`config.mk`:
```
export PLATFORM = sky130hd
export DESIGN_NAME = csa_accumulator_flat
export DESIGN_NICKNAME = d
export VERILOG_FILES = /design/src/rtl/csa_accumulator_if.sv /design/src/rtl/csa_accumulator.sv /design/src/flat_wrapper.sv
export SDC_FILE = /design/constraint.sdc
export NUM_CORES = 1
export LEC_CHECK = 0
export ABC_AREA = 1
export CORE_MARGIN = 10
export CORE_UTILIZATION = 54
export CTS_BUF_LIST = sky130_fd_sc_hd__clkbuf_8 sky130_fd_sc_hd__clkbuf_16
export DETAILED_ROUTE_END_ITERATION = 8
export PLACE_DENSITY = 0.84
export SETUP_SLACK_MARGIN = 0.15
export SLEW_MARGIN = 40
export SYNTH_ARGS = -nofsm -noshare
export SYNTH_HDL_FRONTEND = slang
export SYNTH_SLANG_ARGS = --single-unit
export TNS_END_PERCENT = 30
```
`constraint.sdc`:
```
create_clock -name clk -period 1.8 [get_ports clk]
set_clock_uncertainty 0.05 [all_clocks]
set_input_delay 0.27 -clock clk [delete_from_list [all_inputs] [get_ports clk]]
set_output_delay 0.27 -clock clk [all_outputs]
set_load 0.05 [all_outputs]
```
`src/rtl/csa_accumulator_if.sv`:
```
// Beat-in / result-out handshake bundle for csa_accumulator.
// slave = the accumulator, master = the producer/consumer side.
interface csa_accumulator_if #(
    parameter int WIDTH = 8,
    parameter int CNT_W = 8
);
    logic             in_valid;
    logic             in_ready;
    logic [WIDTH-1:0] in_data;
    logic             in_last;
    logic             out_valid;
    logic             out_ready;
    logic [WIDTH-1:0] out_data;
    logic [CNT_W-1:0] out_count;

    modport master (
        output in_valid, in_data, in_last, out_ready,
        input  in_ready, out_valid, out_data, out_count
    );

    modport slave (
        input  in_valid, in_data, in_last, out_ready,
        output in_ready, out_valid, out_data, out_count
    );
endinterface

```
`src/rtl/csa_accumulator.sv`:
```
// Carry-save streaming accumulator: sums a burst of unsigned beats and resolves once at the end.
// Optional macro CSA_ACCUMULATOR_SAT_EN saturates the result to all-ones on overflow.
module csa_accumulator #(
    parameter int WIDTH = 8,
    parameter int CNT_W = 8
) (
    input logic               clk,
    input logic               rst_n,
    csa_accumulator_if.slave  bus
);

    localparam logic [1:0] IDLE    = 2'd0;
    localparam logic [1:0] ACC     = 2'd1;
    localparam logic [1:0] RESOLVE = 2'd2;
    localparam logic [1:0] OUT     = 2'd3;

    localparam logic [CNT_W-1:0] CNT_ONE = CNT_W'(1);

    logic [1:0]       state_q;
    logic [1:0]       state_d;
    logic [WIDTH-1:0] sum_q;
    logic [WIDTH-1:0] carry_q;
    logic [CNT_W-1:0] cnt_q;
    logic [WIDTH-1:0] out_data_q;
    logic [CNT_W-1:0] out_count_q;

    logic             beat_acc;
    logic             result_taken;
    logic [WIDTH-1:0] csa_s;
    logic [WIDTH-1:0] csa_m;
    logic [WIDTH-1:0] resolved;

    // in_ready is gated by rst_n so no beat is offered while reset is held.
    assign bus.in_ready  = rst_n && ((state_q == IDLE) || (state_q == ACC));
    assign bus.out_valid = (state_q == OUT);
    assign bus.out_data  = out_data_q;
    assign bus.out_count = out_count_q;

    assign beat_acc     = bus.in_valid && bus.in_ready;
    assign result_taken = bus.out_valid && bus.out_ready;

    // One full-adder row per beat; no carry ripples until RESOLVE.
    assign csa_s = sum_q ^ carry_q ^ bus.in_data;
    assign csa_m = (sum_q & carry_q) | (sum_q & bus.in_data) | (carry_q & bus.in_data);

`ifdef CSA_ACCUMULATOR_SAT_EN
    logic             overflow_q;
    logic [WIDTH:0]   full_sum;

    assign full_sum = {1'b0, sum_q} + {1'b0, carry_q};
    assign resolved = (overflow_q || full_sum[WIDTH]) ? '1 : full_sum[WIDTH-1:0];

    // Sticky: csa_m's MSB is shifted out of carry_q, so it is lost weight 2^WIDTH.
    always_ff @(posedge clk) begin
        if (!rst_n) begin
            overflow_q <= 1'b0;
        end else if (result_taken) begin
            overflow_q <= 1'b0;
        end else if ((beat_acc && csa_m[WIDTH-1]) || ((state_q == RESOLVE) && full_sum[WIDTH])) begin
            overflow_q <= 1'b1;
        end
    end
`else
    logic unused_csa_msb;

    assign unused_csa_msb = csa_m[WIDTH-1];
    assign resolved       = sum_q + carry_q;
`endif

    always_comb begin
        // NOTE: default assignment first so every path drives state_d and no latch is inferred.
        state_d = state_q;
        case (state_q)
            IDLE, ACC: begin
                if (beat_acc) begin
                    state_d = bus.in_last ? RESOLVE : ACC;
                end
            end
            RESOLVE: state_d = OUT;
            OUT: begin
                if (result_taken) begin
                    state_d = IDLE;
                end
            end
            default: state_d = IDLE;
        endcase
    end

    always_ff @(posedge clk) begin
        if (!rst_n) begin
            // NOTE: sequential state uses non-blocking assignments so every register samples pre-edge values.
            state_q     <= IDLE;
            sum_q       <= '0;
            carry_q     <= '0;
            cnt_q       <= '0;
            out_data_q  <= '0;
            out_count_q <= '0;
        end else begin
            state_q <= state_d;

            if (beat_acc) begin
                sum_q   <= csa_s;
                carry_q <= csa_m << 1;
                if (cnt_q != '1) begin
                    cnt_q <= cnt_q + CNT_ONE;
                end
            end else if (result_taken) begin
                sum_q   <= '0;
                carry_q <= '0;
                cnt_q   <= '0;
            end

            // Result registers only load here, so they hold through any backpressure in OUT.
            if (state_q == RESOLVE) begin
                out_data_q  <= resolved;
                out_count_q <= cnt_q;
            end
        end
    end

endmodule
```
`src/flat_wrapper.sv`:
```
// flat-port wrapper written by rule: the top's interface ports become plain ports
module csa_accumulator_flat 
#(
    parameter int WIDTH = 8,
    parameter int CNT_W = 8
)
  (clk, rst_n, bus_in_valid, bus_in_data, bus_in_last, bus_out_ready, bus_in_ready, bus_out_valid, bus_out_data, bus_out_count);
  csa_accumulator_if #(.WIDTH(WIDTH), .CNT_W(CNT_W)) bus_i ();
  input logic clk;
  input logic rst_n;
  input wire logic [$bits(bus_i.in_valid)-1:0] bus_in_valid;
  input wire logic [$bits(bus_i.in_data)-1:0] bus_in_data;
  input wire logic [$bits(bus_i.in_last)-1:0] bus_in_last;
  input wire logic [$bits(bus_i.out_ready)-1:0] bus_out_ready;
  output wire logic [$bits(bus_i.in_ready)-1:0] bus_in_ready;
  output wire logic [$bits(bus_i.out_valid)-1:0] bus_out_valid;
  output wire logic [$bits(bus_i.out_data)-1:0] bus_out_data;
  output wire logic [$bits(bus_i.out_count)-1:0] bus_out_count;
  assign bus_i.in_valid = bus_in_valid;
  assign bus_i.in_data = bus_in_data;
  assign bus_i.in_last = bus_in_last;
  assign bus_i.out_ready = bus_out_ready;
  assign bus_in_ready = bus_i.in_ready;
  assign bus_out_valid = bus_i.out_valid;
  assign bus_out_data = bus_i.out_data;
  assign bus_out_count = bus_i.out_count;
  csa_accumulator #(.WIDTH(WIDTH), .CNT_W(CNT_W)) u_core (.clk(clk), .rst_n(rst_n), .bus(bus_i));
endmodule
```
**Signal wires on met1**

Drawn at 3 px/um. Supply wires on this layer in grey.
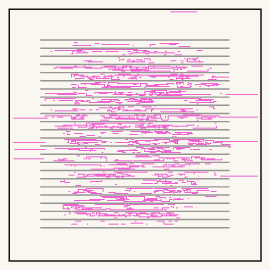
The longest straight run is 29.9 um. The wires run mostly horizontal. 325 nets have wire on it. The layer holds 47% of the routed length. The layer carries 2180 um of wire.
via count: 1892
met1 Usage GRT: 17.7%

**Clock network drawn from the DEF**

Drawn at 4 px/um.
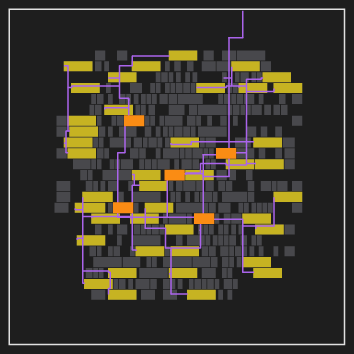
cells driving clock nets: shown in orange, count 5. flip-flops: shown in yellow, count 41. clock wires: shown in purple, length 487 um.
There are 6 routed clock nets.
Latency at later pin: 0.29 ns
clock share of power: 27.8%
Clock net power: 0.000549 W

==> results_dict.tcl <==
# yosys + openroad results
set metrics [dict create \
    yosys.area_share.simple_pct 30.2 \
    crit_path_cell_trace "ha_2 -> inv_1 -> fa_2 -> inv_2 -> nand3_1 -> a21oi_2 -> nand3b_1 -> nand2_1 -> inv_1" \
    yosys.stat.seqShare_pct 37.8 \
    drt-initial-drc-count 197 \
    final-seq-area_sq_um 823 \
    place.gp.congestion 0.884 \
    grtUsageMet3_pct 3.52 \
    dpl.hpwl_um 3510 \
    power_w 0.00198 \
    clkTransAtPathRegs_ns 0.08 \
    pre_cts_ws_ns 0.127 \
    path_max_fanout 3 \
    max_cap_violations 0 \
    track_usage_pct 13.5 \
    hold_violations 0 \
    antenna_cells 0 \
    edf_count 0 \
    hp-class "primary input to flop" \
    ys_sh_adder_pct 11.1 \
    leakagePower_nw 1.15 \
    async_flop_share_pct 0 \
    syn_inst 288 \
    highest_layer "met4" \
    holdBufCountCts 0 \
    wl_met3_um 260 \
    antenna_found_initial 0 \
    relSlewSlack_pct 67.6 \
    final_nets 352 \
    warnings 28 \
    status "completed" \
    fp_nets 316 \
    min_period_over_period_pct 86.9 \
    fmax_ghz 0.639 \
    setup-violations-final 0 \
    peakVddDrop_mv 0.450 \
    stdcell_area_sq_um 2610 \
    wl_met1_um 2180 \
    worst_slew_pin_slew_ns 0.488 \
    xor_share_pct 0.403 \
    die_area_sq_um 6960 \
    cts_tree "built" \
]
**Placement density heat map**

Drawn at 4 px/um. 8 x 8 tiles, from white (low) to dark blue (high), 0 to 100% covered.
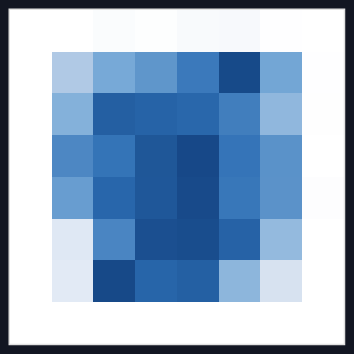
The mean over all tiles is 37%. The densest ninth of the die: centre. 23% of the tiles are over 75% full. 39% of the tiles are nearly empty. The fullest tile reaches 90%.
Floorplan Core Area: 3940 sq um
Final Util: 66.3%
Core Util at FP: 55.1%

## report_power, final
part	internal [W]	total (W)	switching [W]
registers	0.000959	0.000994	0.0000346
logic	0.000156	0.000434	0.000279
clock network	0.000258	0.000549	0.000290
total	0.00137	0.00198	0.000604
## worst max-delay path: cells and delay by family (launching register included)
| family | cells | cell delay [ns] |
|---|---|---|
| and+or+nand+nor | 3 | 0.25 |
| adders and majority gates | 2 | 0.56 |
| DFF | 1 | 0.35 |
| AOI/OAI and AO/OA | 1 | 0.13 |
| buffers and inverters | 3 | 0.18 |
## sequential cells by signal, indices dropped and copies added, names as in the netlist
| signal | count |
|---|---|
| u_core.bus.out_count | 8 |
| u_core.bus.out_data | 8 |
| u_core.cnt_q | 8 |
| u_core.sum_q | 8 |
| u_core.carry_q | 7 |
| u_core.state_q | 2 |
## final timing paths
path	startpoint	endpoint	slack, ns	cells past startpoint
worst min register to register	u_core.sum_q[7]$_SDFFE_PN0P_	u_core.sum_q[7]$_SDFFE_PN0P_	0.43	2
worst max-delay path	u_core.sum_q[1]$_SDFFE_PN0P_	u_core.bus.out_data[5]$_SDFFE_PN0N_	0.24	9
worst max register to register	u_core.sum_q[1]$_SDFFE_PN0P_	u_core.bus.out_data[5]$_SDFFE_PN0N_	0.24	9
worst min-delay path	rst_n	u_core.cnt_q[0]$_SDFFE_PN0P_	0.41	4
## what timing repair did
item,in CTS,in global routing
gates resized,1,8
setup buffers,0,1
setup endpoints to repair,3,4
pin swaps,0,1
## cell type report
class	count	area share, %
Clock buffer	5	2.63
Clock inverter	3	0.431
Inverter	29	4.21
Multi-Input combinational cell	208	45.2
Sequential cell	41	31.5
Tap cell	50	2.39
Timing Repair Buffer	39	13.6
No activity file was given, so power comes from the tool's default toggle rates.
